`src/rtl/pat_det_pkg.sv`:
```
// Shared constants, derived widths and state encoding for the serial
// pattern detector scan controller.
package pat_det_pkg;

  localparam int unsigned DATA_W = 32;
  localparam int unsigned PAT_W  = 4;
  localparam int unsigned DIV_W  = 20;

  localparam int unsigned IDX_W  = $clog2(DATA_W);
  localparam int unsigned CNT_W  = $clog2(DATA_W - PAT_W + 2);
  localparam int unsigned FILL_W = $clog2(PAT_W + 1);

  typedef enum logic {
    IDLE  = 1'b0,
    SHIFT = 1'b1
  } state_e;

endpackage

```
`src/rtl/pat_tick_gen.sv`:
```
// Loadable down-counter clock-enable generator.
// Ports:
//   clk, reset_n : system clock, synchronous active-low reset
//   load         : load counter with period (start of a scan)
//   en           : count while high
//   period       : bit period minus one, in clk cycles
//   tick         : one-cycle enable when the counter has reached zero
module pat_tick_gen
  import pat_det_pkg::*;
(
  input  logic             clk,
  input  logic             reset_n,
  input  logic             load,
  input  logic             en,
  input  logic [DIV_W-1:0] period,
  output logic             tick
);

  logic [DIV_W-1:0] cnt_q, cnt_d;

  // Reload on every tick so the next bit is period+1 cycles later.
  always_comb begin
    cnt_d = cnt_q;
    if (load) begin
      cnt_d = period;
    end else if (en) begin
      cnt_d = (cnt_q == '0) ? period : cnt_q - DIV_W'(1);
    end
  end

  always_ff @(posedge clk) begin
    if (!reset_n) cnt_q <= '0;
    else          cnt_q <= cnt_d;
  end

  assign tick = en && (cnt_q == '0);

endmodule

```
`src/rtl/pat_scan_ctrl.sv`:
```
// Scan controller: latches a word and pattern on start, shifts the word
// MSB-first into a PAT_W-bit window at a programmable bit rate and reports
// matches, match count, first match position and a done pulse.
// Ports:
//   clk, reset_n        : system clock, synchronous active-low reset
//   start               : scan request (honoured only while idle)
//   data, pattern, div  : word, pattern and bit period-1, latched on start
//   busy                : scan in progress
//   done                : one-cycle pulse after the last bit
//   match               : one-cycle pulse per matching window
//   match_cnt, found    : match statistics of the current/last scan
//   first_pos           : LSB index of the first matching window
module pat_scan_ctrl
  import pat_det_pkg::*;
(
  input  logic              clk,
  input  logic              reset_n,
  input  logic              start,
  input  logic [DATA_W-1:0] data,
  input  logic [PAT_W-1:0]  pattern,
  input  logic [DIV_W-1:0]  div,
  output logic              busy,
  output logic              done,
  output logic              match,
  output logic [5:0]        match_cnt,
  output logic              found,
  output logic [4:0]        first_pos
);

  state_e              state_q, state_d;
  logic [DATA_W-1:0]   data_q, data_d;
  logic [PAT_W-1:0]    pat_q, pat_d;
  logic [DIV_W-1:0]    div_q, div_d;
  logic [IDX_W-1:0]    idx_q, idx_d;
  logic [PAT_W-1:0]    win_q, win_d;
  logic [FILL_W-1:0]   fill_q, fill_d;
  logic [CNT_W-1:0]    cnt_q, cnt_d;
  logic [IDX_W-1:0]    pos_q, pos_d;
  logic                found_q, found_d;
  logic                busy_q, busy_d;
  logic                done_q, done_d;
  logic                match_q, match_d;

  logic                load_c;
  logic [DIV_W-1:0]    period_c;
  logic                tick_c;
  logic [PAT_W-1:0]    win_shift_c;
  logic [FILL_W-1:0]   fill_inc_c;
  logic                hit_c;

  // Period comes straight from the input on the load cycle, from the
  // latched copy on every reload.
  assign load_c   = (state_q == IDLE) && start;
  assign period_c = load_c ? div : div_q;

  pat_tick_gen u_tick_gen (
    .clk     (clk),
    .reset_n (reset_n),
    .load    (load_c),
    .en      (state_q == SHIFT),
    .period  (period_c),
    .tick    (tick_c)
  );

  // Window after the pending shift; compare only once it is full.
  assign win_shift_c = {win_q[PAT_W-2:0], data_q[idx_q]};
  assign fill_inc_c  = (fill_q == FILL_W'(PAT_W)) ? fill_q : fill_q + FILL_W'(1);
  assign hit_c       = (fill_inc_c == FILL_W'(PAT_W)) && (win_shift_c == pat_q);

  // Next-state and output decode.
  always_comb begin
    state_d = state_q;
    data_d  = data_q;
    pat_d   = pat_q;
    div_d   = div_q;
    idx_d   = idx_q;
    win_d   = win_q;
    fill_d  = fill_q;
    cnt_d   = cnt_q;
    pos_d   = pos_q;
    found_d = found_q;
    busy_d  = busy_q;
    done_d  = 1'b0;
    match_d = 1'b0;
    case (state_q)
      IDLE: begin
        if (start) begin
          data_d  = data;
          pat_d   = pattern;
          div_d   = div;
          idx_d   = IDX_W'(DATA_W - 1);
          win_d   = '0;
          fill_d  = '0;
          cnt_d   = '0;
          pos_d   = '0;
          found_d = 1'b0;
          busy_d  = 1'b1;
          state_d = SHIFT;
        end
      end
      SHIFT: begin
        if (tick_c) begin
          win_d  = win_shift_c;
          fill_d = fill_inc_c;
          if (hit_c) begin
            match_d = 1'b1;
            cnt_d   = cnt_q + CNT_W'(1);
            if (!found_q) begin
              found_d = 1'b1;
              pos_d   = idx_q;
            end
          end
          if (idx_q == '0) begin
            busy_d  = 1'b0;
            done_d  = 1'b1;
            state_d = IDLE;
          end else begin
            idx_d = idx_q - IDX_W'(1);
          end
        end
      end
      default: state_d = IDLE;
    endcase
  end

  always_ff @(posedge clk) begin
    if (!reset_n) begin
      state_q <= IDLE;
      data_q  <= '0;
      pat_q   <= '0;
      div_q   <= '0;
      idx_q   <= '0;
      win_q   <= '0;
      fill_q  <= '0;
      cnt_q   <= '0;
      pos_q   <= '0;
      found_q <= 1'b0;
      busy_q  <= 1'b0;
      done_q  <= 1'b0;
      match_q <= 1'b0;
    end else begin
      state_q <= state_d;
      data_q  <= data_d;
      pat_q   <= pat_d;
      div_q   <= div_d;
      idx_q   <= idx_d;
      win_q   <= win_d;
      fill_q  <= fill_d;
      cnt_q   <= cnt_d;
      pos_q   <= pos_d;
      found_q <= found_d;
      busy_q  <= busy_d;
      done_q  <= done_d;
      match_q <= match_d;
    end
  end

  assign busy      = busy_q;
  assign done      = done_q;
  assign match     = match_q;
  assign match_cnt = 6'(cnt_q);
  assign found     = found_q;
  assign first_pos = pos_q;

endmodule

```
`config.mk`:
```
export PLATFORM = sky130hd
export DESIGN_NAME = pat_scan_ctrl
export DESIGN_NICKNAME = d
export VERILOG_FILES = /design/src/rtl/pat_det_pkg.sv /design/src/rtl/pat_tick_gen.sv /design/src/rtl/pat_scan_ctrl.sv
export SDC_FILE = /design/constraint.sdc
export NUM_CORES = 1
export LEC_CHECK = 0
export CAP_MARGIN = 40
export CORE_UTILIZATION = 30
export DETAILED_ROUTE_END_ITERATION = 10
export PLACE_DENSITY = 0.57
export SLEW_MARGIN = 5
export SYNTH_ARGS = -nofsm -noshare
export SYNTH_HDL_FRONTEND = slang
export SYNTH_SLANG_ARGS = --single-unit
export TNS_END_PERCENT = 30
```
`constraint.sdc`:
```
create_clock -name clk -period 3.3 [get_ports clk]
set_input_delay 0.66 -clock clk [delete_from_list [all_inputs] [get_ports clk]]
set_output_delay 0.66 -clock clk [all_outputs]
set_load 0.02 [all_outputs]
```
==> flow_metrics.tcl <==
# yosys + openroad results
set metrics [dict create \
    outcome "complete, no violations" \
    max_freq_mhz 368.0 \
    worst_pin_slew_ns 0.8232 \
    vias_per_cell 4.966 \
    wl_um 13120 \
    ios 74 \
    drive_gt1_frac 0.07289 \
    intPower_mw 2.297 \
    area_leaders "dfxtp_1 41%, nand2_1 12%, a21oi_1 8.3%" \
    synth_area_mm2 0.005002 \
    drt-initial-drc-count 295 \
    antenna_found_initial 0 \
    comb_cell_power_mw 0.503 \
    path_depth 7 \
    synth_area_leader_cell "dfxtp_1" \
    wl_per_cell_um 14.54 \
    cts_hold_buffers 0 \
    period_used_share 0.8235 \
    synthArstFlopShare 0 \
    power_leakage_nw 2.269 \
    fin_area_mm2 0.006247 \
    critical_path_arrival_ns 2.99 \
    portBuffers 72 \
    postSynthSeqShare 0.4082 \
    cts_tree "done" \
    netlist-cell-type-count 52 \
]
[stage by stage]
| stage | worst slack [ns] | utilization | total power, mW | cells | hold slack (ns) |
|---|---|---|---|---|---|
| floorplan | 0.9299 | - | 1.733 | 634 | 0.4332 |
| global placement | 0.7091 | 0.3674 | 1.896 | 886 | 0.4393 |
| detailed placement | 0.5615 | 0.3674 | 1.910 | 886 | 0.4447 |
| CTS | 0.5493 | 0.3890 | 3.131 | 902 | 0.4533 |
| global route | 0.3414 | 0.3890 | 3.256 | 902 | 0.4712 |
| finish | 0.5824 | 0.3890 | 3.102 | 902 | 0.4517 |
[kinds of logic (layout without fill, tap and decap cells)]
family,after synthesis,in the layout,share of synthesized area
other,1,1,0.0007497
AND-OR/OR-AND,166,166,0.1916
XOR/XNOR,18,18,0.03152
flip-flops,102,102,0.4082
buffers and inverters,56,108,0.04602
AND/OR/NAND/NOR,249,249,0.2326
multiplexers,35,35,0.07179
adder cells (fa/ha/maj),7,7,0.01751
[layout make-up]
class                           instances  area share
Inverter                               10    0.006008
Clock inverter                          6     0.01742
Sequential cell                       102      0.3271
Timing Repair Buffer                   82      0.1294
Tap cell                              216     0.04326
Multi-Input combinational cell        476      0.4386
Clock buffer                           10     0.03825
[flip-flops by register name (all words and copies together), names as in the netlist, 3 cells and up]
signal	flops
data_q	32
div_q	20
u_tick_gen.cnt_q	20
cnt_q	5
first_pos	5
idx_q	5
pat_q	4
fill_q	3
win_q	3
[synth_stat cells, types with 2 or more instances]
cell,number
buf_1,2
and2_1,2
or2_2,2
o21ai_0,34
nor2_1,18
nor2_2,2
mux2i_1,28
and4b_1,3
nor4_1,2
clkbuf_1,39
nand4b_1,2
a22oi_1,7
nor3_1,9
xor2_1,7
ha_1,7
o21ai_1,2
a21oi_1,83
a211oi_1,23
dfxtp_1,102
nand2_1,155
o31ai_1,5
nand2b_1,3
a31oi_1,3
buf_4,3
o211ai_1,3
inv_1,9
or4_1,5
xnor2_1,11
and3_1,6
nand3_1,17
mux2_2,7
nor2b_1,13
[layout by cell type, fill, tap and decap left out, drive strengths merged, types with 5 or more instances in the layout]
| cell | count |
|---|---|
| dfxtp | 102 |
| inv | 10 |
| or4 | 5 |
| nand3 | 18 |
| nor3 | 10 |
| nor2b | 13 |
| ha | 7 |
| o21ai | 36 |
| nor2 | 20 |
| a21oi | 84 |
| a211oi | 23 |
| clkdlybuf4s50 | 72 |
| mux2i | 28 |
| xor2 | 7 |
| and3 | 6 |
| clkbuf | 10 |
| a22oi | 7 |
| xnor2 | 11 |
| mux2 | 7 |
| buf | 10 |
| o31ai | 5 |
| nand2 | 155 |
[worst paths after layout]
kind                                             from                    end  slack (ns)
worst min register to register  div_q[6]$_SDFFE_PN0P_  div_q[6]$_SDFFE_PN0P_        0.45
worst min-delay path            div_q[6]$_SDFFE_PN0P_  div_q[6]$_SDFFE_PN0P_        0.45
worst max register to register  idx_q[1]$_SDFFE_PN0P_  cnt_q[1]$_SDFFE_PN0P_        0.58
worst max-delay path            idx_q[1]$_SDFFE_PN0P_  cnt_q[1]$_SDFFE_PN0P_        0.58
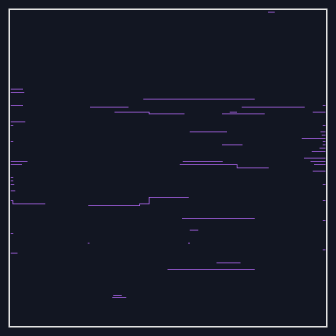
m3.png
- nets with wire on the layer: 45
- wire length on this layer: 460 um
- longest straight run: 46.0 um
- share of all routed wire: 3.5%

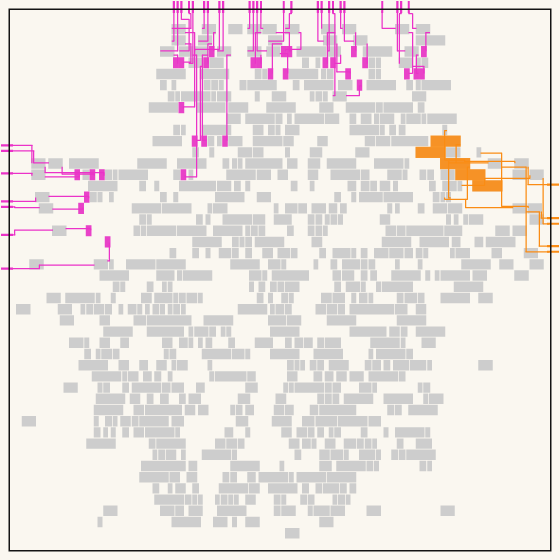
port_trees.png
- data: magenta (bits 32; direction input; end cells 32; buffers 32; wire 633 um)
- first_pos: orange (bits 5; direction output; end cells 5; buffers 5; wire 192 um)

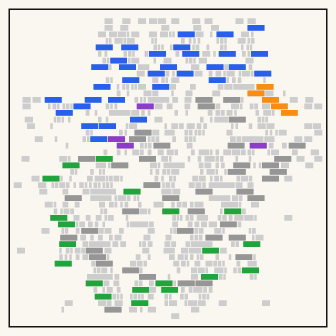
ff_map.png
Other sequential cells in the stronger grey, the rest of the logic in the fainter grey.
- data_q: blue (placed flops 32)
- div_q: green (placed flops 20)
- pat_q: purple (placed flops 4)
- first_pos: orange (placed flops 5)
- not coloured: 41
sequential power: 1.38 mW
Core Util, Final: 0.3890
Storage cell area: 0.002043 mm^2
flop share of the area: 0.3271

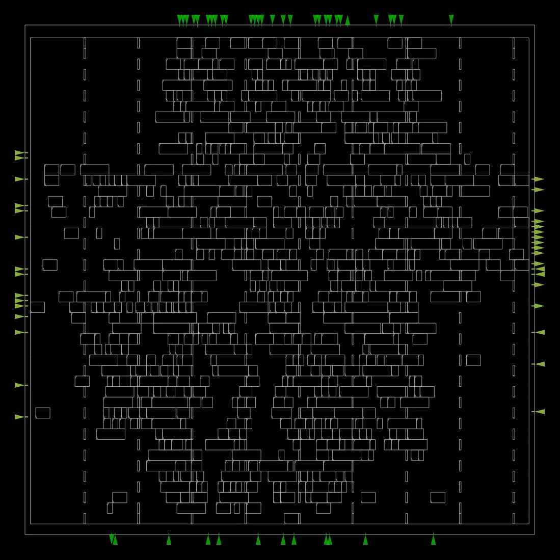
placed.png
# rows: 46
flop count: 102

No activity file was given, so power comes from the tool's default toggle rates.
